run_1/io_fan.png
(4 px per um)
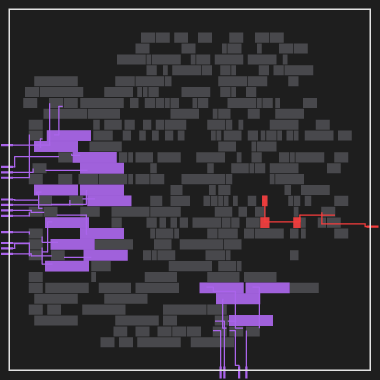
run_1/cell_density.png
(4 px per um) 9 x 9 tiles, from dark blue (low) to red (high), 0 to 100% covered.
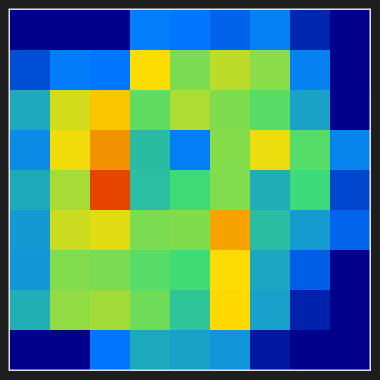
run_1/layer_met1.png
(6 px per um) Supply wires on this layer in grey.
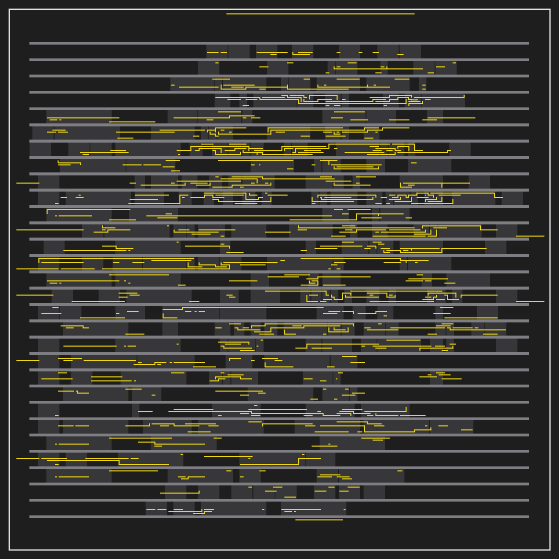
### config.mk
export PLATFORM = sky130hd
export DESIGN_NAME = sub_serial_16
export DESIGN_NICKNAME = d
export VERILOG_FILES = /design/src/rtl/sub_serial_16.sv
export SDC_FILE = /design/constraint.sdc
export NUM_CORES = 1
export LEC_CHECK = 0
export CAP_MARGIN = 25
export CORE_MARGIN = 3
export CORE_UTILIZATION = 35
export DETAILED_ROUTE_END_ITERATION = 6
export PLACE_DENSITY = 0.61
export SYNTH_ARGS = -nofsm -noshare
export SYNTH_HDL_FRONTEND = slang
export SYNTH_SLANG_ARGS = --single-unit
### constraint.sdc
create_clock -name clk -period 3.9 [get_ports clk]
set_clock_uncertainty 0.05 [all_clocks]
set_input_delay 0.585 -clock clk [delete_from_list [all_inputs] [get_ports clk]]
set_output_delay 0.585 -clock clk [all_outputs]
set_load 0.05 [all_outputs]
### src/rtl/sub_serial_16.sv
// Multi-cycle subtractor: diff = a - b - b_in, one 4-bit carry-select slice per clock, LSB first.
// Define SUB_SAT_EN to clamp diff to zero on an unsigned borrow (unsigned saturation).
module sub_serial_16 #(
    parameter int WIDTH = 16
) (
    input  logic             clk,
    input  logic             rst,
    input  logic             in_valid,
    output logic             in_ready,
    input  logic [WIDTH-1:0] a,
    input  logic [WIDTH-1:0] b,
    input  logic             b_in,
    output logic             out_valid,
    input  logic             out_ready,
    output logic [WIDTH-1:0] diff,
    output logic             b_out,
    output logic             ovf
);
    localparam int NSLICE = WIDTH / 4;
    localparam int CNT_W  = (NSLICE > 1) ? $clog2(NSLICE) : 1;
    localparam int BASE_W = CNT_W + 2;

    generate
        if (((WIDTH % 4) != 0) || (WIDTH < 4)) begin : g_bad_width
            $error("sub_serial_16: WIDTH must be a multiple of 4 and at least 4");
        end
    endgenerate

    typedef enum logic [1:0] {
        S_IDLE = 2'd0,
        S_CALC = 2'd1,
        S_DONE = 2'd2
    } state_t;

    // 4-bit ripple add with carry out in bit 4.
    function automatic logic [4:0] ripple4(input logic [3:0] x,
                                           input logic [3:0] y,
                                           input logic       cin);
        logic [4:0] s;
        logic       c;
        s = '0;
        c = cin;
        for (int i = 0; i < 4; i++) begin
            s[i] = x[i] ^ y[i] ^ c;
            c    = (x[i] & y[i]) | (x[i] & c) | (y[i] & c);
        end
        s[4] = c;
        return s;
    endfunction

`ifdef SUB_SAT_EN
    function automatic logic [WIDTH-1:0] sat_unsigned(input logic [WIDTH-1:0] d,
                                                      input logic             borrow);
        return borrow ? '0 : d;
    endfunction
`endif

    state_t           r_state;
    logic             r_idle;
    logic             r_out_valid;
    logic [CNT_W-1:0] r_cnt;
    logic [WIDTH-1:0] r_a;
    logic [WIDTH-1:0] r_b;
    logic             r_carry;
    logic [WIDTH-1:0] r_diff;
    logic             r_b_out;
    logic             r_ovf;

    logic [BASE_W-1:0] w_base;
    logic [3:0]        w_a_sl;
    logic [3:0]        w_nb_sl;
    logic [4:0]        w_s0;
    logic [4:0]        w_s1;
    logic [3:0]        w_sum;
    logic              w_cout;
    logic [WIDTH-1:0]  w_diff_nx;
    logic              w_last;
    logic              w_ovf;

    // Carry-select slice: both carry-in cases are precomputed, the registered carry picks one.
    always_comb begin
        w_base    = {r_cnt, 2'b00};
        w_a_sl    = r_a[w_base +: 4];
        w_nb_sl   = ~r_b[w_base +: 4];
        w_s0      = ripple4(w_a_sl, w_nb_sl, 1'b0);
        w_s1      = ripple4(w_a_sl, w_nb_sl, 1'b1);
        w_sum     = r_carry ? w_s1[3:0] : w_s0[3:0];
        w_cout    = r_carry ? w_s1[4] : w_s0[4];
        w_diff_nx = r_diff;
        w_diff_nx[w_base +: 4] = w_sum;
        w_last    = (r_cnt == CNT_W'(NSLICE - 1));
        w_ovf     = (r_a[WIDTH-1] != r_b[WIDTH-1]) && (w_diff_nx[WIDTH-1] != r_a[WIDTH-1]);
    end

    always_ff @(posedge clk) begin
        if (rst) begin
            r_state     <= S_IDLE;
            r_idle      <= 1'b1;
            r_out_valid <= 1'b0;
            r_cnt       <= '0;
            r_diff      <= '0;
            r_b_out     <= 1'b0;
            r_ovf       <= 1'b0;
        end else begin
            case (r_state)
                S_IDLE: begin
                    if (in_valid) begin
                        r_a     <= a;
                        r_b     <= b;
                        r_carry <= ~b_in;
                        r_cnt   <= '0;
                        r_idle  <= 1'b0;
                        r_state <= S_CALC;
                    end
                end
                S_CALC: begin
                    r_carry <= w_cout;
                    if (w_last) begin
                        // Carry out of a + ~b + ~b_in is the inverse of the unsigned borrow.
`ifdef SUB_SAT_EN
                        r_diff <= sat_unsigned(w_diff_nx, ~w_cout);
`else
                        r_diff <= w_diff_nx;
`endif
                        r_b_out     <= ~w_cout;
                        r_ovf       <= w_ovf;
                        r_cnt       <= '0;
                        r_out_valid <= 1'b1;
                        r_state     <= S_DONE;
                    end else begin
                        r_diff <= w_diff_nx;
                        r_cnt  <= r_cnt + 1'b1;
                    end
                end
                S_DONE: begin
                    if (out_ready) begin
                        r_out_valid <= 1'b0;
                        r_idle      <= 1'b1;
                        r_state     <= S_IDLE;
                    end
                end
                default: begin
                    r_out_valid <= 1'b0;
                    r_idle      <= 1'b1;
                    r_state     <= S_IDLE;
                end
            endcase
        end
    end

    // Masked by rst so the block never advertises readiness while held in reset.
    assign in_ready  = r_idle & ~rst;
    assign out_valid = r_out_valid;
    assign diff      = r_diff;
    assign b_out     = r_b_out;
    assign ovf       = r_ovf;

endmodule

==> results.yml, run 1 <==
# implementation run metrics
critical_path:
  path_cells: "mux4_1, ha_1, nor3_1, o31ai_4, xor2_2, and3_1, o221ai_2"
  reg2regPathDepth: 7
  critPathBufInv: 0
  cp.required_ns: 4.06
clock_tree:
  clk_pin_slew_worst_paths_ns: 0.06
  root_buffer: "clkbuf_8"
  hold_buffers: 0
final_timing:
  setup_viol: 0
  finalCritPeriodShare: 0.703
  grt_setup_unrepaired: "false"
  holdWs_ns: 0.411
power:
  comb_power_share: 0.138
  p_sw_frac: 0.245
global_routing:
  use_met2: 0.195
  grt_max_degree: 33
  antenna_found_initial: 0
outcome:
  outcome: "complete, no violations"
worst_hold_path:
  hold-path-endpoint: "diff[12]$_SDFFE_PP0P_"
yosys:
  synthCells: 190
  ys_warn_count: 0
  ys_top_cells_by_count: "edfxtp_1, dfxtp_1, nor2_1, a22oi_1, ha_1"
  netlist.area_leader.share: 0.402
  yosys_cells: 190
detailed_routing:
  drt_iter0_drc: 86
finish:
  lay_top_cells: "clkdlybuf4s50_1, edfxtp_1, dfxtp_1"
Back to the opening pictures, io_fan.png:
legend:
  a:
    colour: purple
    bits: 16
    direction: input
    end_cells: 16
    wire: 295 um
  in_valid:
    colour: red
    bits: 1
    direction: input
    end_cells: 3
    wire: 40.6 um
io pins: 57
port buffer count: 56

Back to the opening pictures, cell_density.png:
fullest tile: 92%
emptiest ninth of the die: south-east
tiles over 75% full: 6.2%
mean over tiles: 39%

Back to the opening pictures, layer_met1.png:
share of all routed wire: 45%
main direction: horizontal

==> run 1: worst reg2reg max path, delay by kind of cell (launching register included) <==
kind                       cells  cell delay [ns]
AOI/OAI and AO/OA              2             0.19
xor gates and xnor gates       1             0.29
adders and majority gates      1             0.27
DFF                            1             0.60
muxes                          1             0.68
and+or+nand+nor                2             0.55
==> run 1: layout make-up <==
type                            instances  share of cell area
Sequential cell                        57               0.446
Multi-Input combinational cell        116               0.279
Clock inverter                          3             0.00493
Timing Repair Buffer                   59               0.177
Tap cell                               93              0.0352
Inverter                                9              0.0102
Clock buffer                           13              0.0481
run_1/sizes.png
(4 px per um)
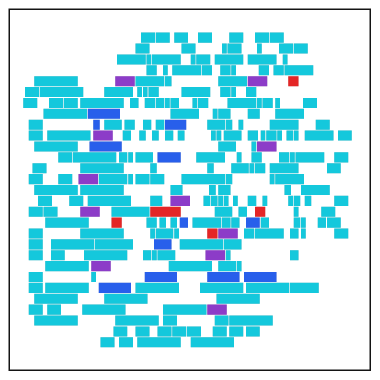

==> run 2: changes to the inputs <==
clock period = 2.8 ns   (was 3.9 ns; I/O delays follow)
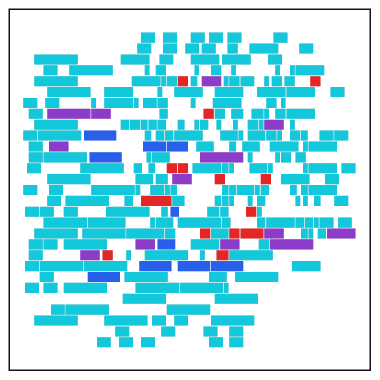
run_2/sizes.png
(4 px per um)
legend:
  _3 and _4 cells:
    colour: red
    cells: 14
    share: 5.3%
  _0 and _1 cells:
    colour: cyan
    cells: 228
    share: 86%
  _2 cells:
    colour: blue
    cells: 10
    share: 3.8%
  _6 and larger:
    colour: purple
    cells: 13
    share: 4.9%

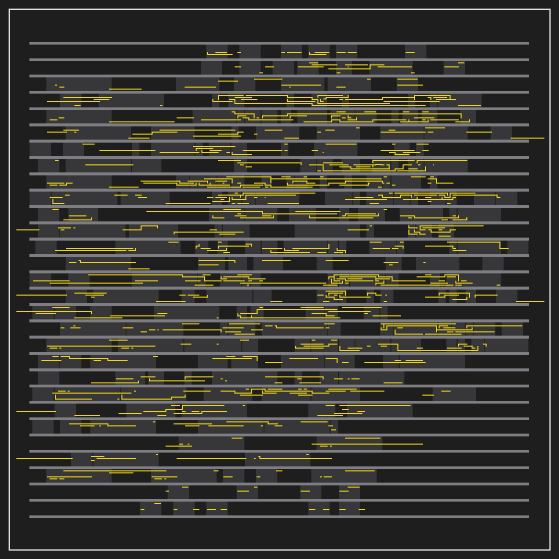
run_2/layer_met1.png
(6 px per um) Supply wires on this layer in grey.
wire length on this layer: 2080 um
main direction: horizontal

==> run 2 against run 1 <==
Compared with the run above:
- hold slack improved by 0.0064 ns
- register-to-register slack got worse by 0.88 ns
- sequential share of layout area fell by 1.8 points
- final cell count rose by 2.3%
- via count rose by 0.86%
- critical path depth rose by 1
- die size did not move
- wire length rose by 0.55%
- cell area rose by 4.1%
- largest cell class unchanged
- largest power group unchanged
==> results.yml, run 2 <==
# implementation run metrics
floorplan:
  boundaryPins: 57
worst_hold_path:
  min_path_type: "register to register"
  worstHoldStart: "diff[12]$_SDFFE_PP0P_"
  hold-path-endpoint: "diff[12]$_SDFFE_PP0P_"
critical_path:
  path_cells: "mux4_1, ha_1, nor3_1, o31ai_4, xor2_2, buf_4, a22oi_1, nor2_1"
  reg2regPathDepth: 8
  cp.required_ns: 2.98
yosys:
  ys_top_cells_by_count: "edfxtp_1, dfxtp_1, nor2_1, a22oi_1, ha_1"
  yosys_cells: 190
  synth.net_count: 238
  ys_ff: 57
  netlist.area_leader.share: 0.402
  ys_warn_count: 0
  synthCells: 190
place:
  port_buffers: 56
  gp_congestion: 0.750
final_timing:
  finalCritPeriodShare: 0.902
  grt_setup_unrepaired: "false"
  holdWs_ns: 0.418
global_routing:
  grt_max_degree: 33
  antenna_found_initial: 0
  use_met2: 0.208
  grt-ovfl-total: 0
finish:
  lay_top_cells: "clkdlybuf4s50_1, edfxtp_1, dfxtp_1"
outcome:
  outcome: "complete, no violations"
clock_tree:
  hold_buffers: 0
  clk_pin_slew_worst_paths_ns: 0.07
power:
  p_sw_frac: 0.222
detailed_routing:
  drt_iter0_drc: 55
run 2: cell counts after synthesis:
Identical to the previous run, type by type.
run 2: routing by layer:
metal	wire [um]	vias to the layer above
met2	2370	43
li1	-	835
met1	2080	768
met5	0	-
met4	47	0
met3	267	4
run 2: cell type report:
class | count | area [um^2] | area share
clock buffers | 10 | 128 | 0.0371
clock inverters | 6 | 106 | 0.0309
inverters | 9 | 33.8 | 0.00983
multi-input cells | 116 | 928 | 0.270
flip-flops and latches | 57 | 1470 | 0.428
well taps | 93 | 116 | 0.0339
repair buffers | 67 | 653 | 0.190
run 2: tightest hold or removal path: cells and delay by family, from the launching register on:
| kind | cells | cell delay (ns) |
|---|---|---|
| AND/OR/NAND/NOR | 1 | 0.06 |
| flip-flops | 1 | 0.32 |
| AND-OR/OR-AND | 1 | 0.05 |
run_2/cell_density.png
(4 px per um) 9 x 9 tiles, from dark blue (low) to red (high), 0 to 100% covered.
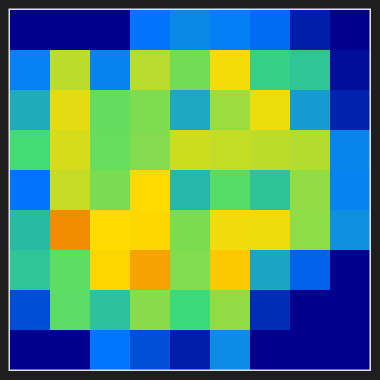

==> run 3: changes to the inputs <==
PLACE_DENSITY = 0.57   (was 0.61)
REMOVE_ABC_BUFFERS = 1   (was not set)
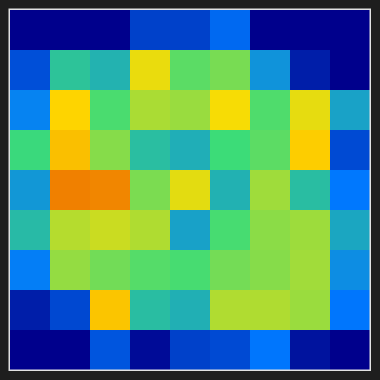
run_3/cell_density.png
(4 px per um) 9 x 9 tiles, from dark blue (low) to red (high), 0 to 100% covered.
nearly empty tiles: 12%
mean over tiles: 40%
fullest tile: 85%
emptiest ninth of the die: north-east
densest ninth of the die: west
core area: 6570 um^2
FP Util: 0.375
post-layout util: 0.514

==> run 3 against run 2 <==
Compared with the run above:
- non-clock buffer count shrank 4
- flip-flop count is the same
- wire length shrank 1.0%
- final cell count shrank 1.1%
- global-route usage shrank 0.26 points
- sequential share of layout area grew 0.76 points
- count of clock-buffer cells in the layout is the same
- fmax grew 2.0%
- core utilization shrank 0.91 points
- synthesized area is the same
- largest power group unchanged
- highest routed layer unchanged
==> results.yml, run 3 <==
# implementation run metrics
yosys:
  ys_top_cells_by_count: "edfxtp_1, dfxtp_1, nor2_1, a22oi_1, ha_1"
  netlist.area_leader.share: 0.402
  ys_ff: 57
  synthCells: 190
  ys_warn_count: 0
  yosys_cells: 190
final_timing:
  holdWs_ns: 0.399
  grt_setup_unrepaired: "false"
  finalCritPeriodShare: 0.884
  setup_viol: 0
clock_tree:
  clk_pin_slew_worst_paths_ns: 0.07
  root_buffer: "clkbuf_8"
power:
  comb_power_share: 0.134
  p_sw_frac: 0.233
floorplan:
  die_h_um: 89.9
  boundaryPins: 57
finish:
  lay_top_cells: "clkdlybuf4s50_1, edfxtp_1, dfxtp_1"
worst_hold_path:
  worstHoldStart: "diff[12]$_SDFFE_PP0P_"
  hold-path-endpoint: "diff[12]$_SDFFE_PP0P_"
  min_path_type: "register to register"
place:
  port_buffers: 56
  gp_congestion: 0.730
detailed_routing:
  drt_iter0_drc: 48
global_routing:
  antenna_found_initial: 0
  grt-ovfl-total: 0
  grt_max_degree: 33
critical_path:
  critPathBufInv: 1
  cp.required_ns: 2.97
  reg2regPathDepth: 8
  path_cells: "mux4_1, ha_1, nor3_1, o31ai_4, xor2_2, buf_4, a22oi_1, nor2_1"
outcome:
  outcome: "complete, no violations"
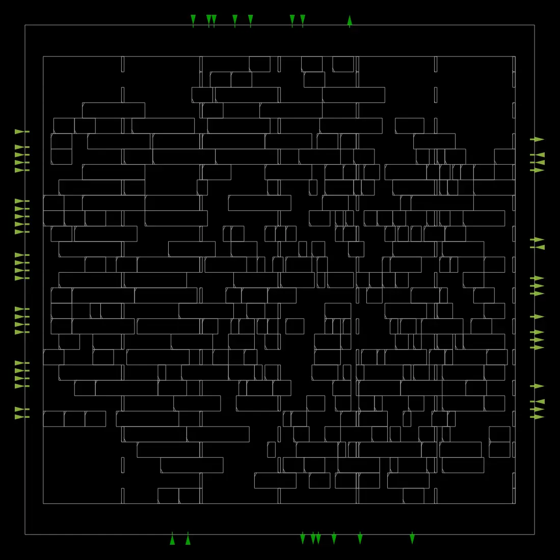
run_3/placement.png
n_taps: 93
std cell rows: 29

==> run 3: cell counts after synthesis <==
Identical to the previous run, type by type.
==> run 3: metal layers <==
metal,track usage,up-vias,share of wire
met5,0,-,0
met4,0.0497,0,0.016
met3,0.0659,9,0.072
met2,0.197,53,0.46
met1,0.149,774,0.45
li1,-,827,-
==> run 3: final cells by class <==
class | count | area, um^2 | share of cell area
Sequential cell | 57 | 1470 | 0.436
Clock inverter | 6 | 82.6 | 0.0245
Timing Repair Buffer | 63 | 623 | 0.185
Inverter | 9 | 33.8 | 0.0100
Tap cell | 93 | 116 | 0.0345
Multi-Input combinational cell | 116 | 922 | 0.273
Clock buffer | 10 | 128 | 0.0378
Power figures rest on the tool's default switching activity, not on a simulated workload.
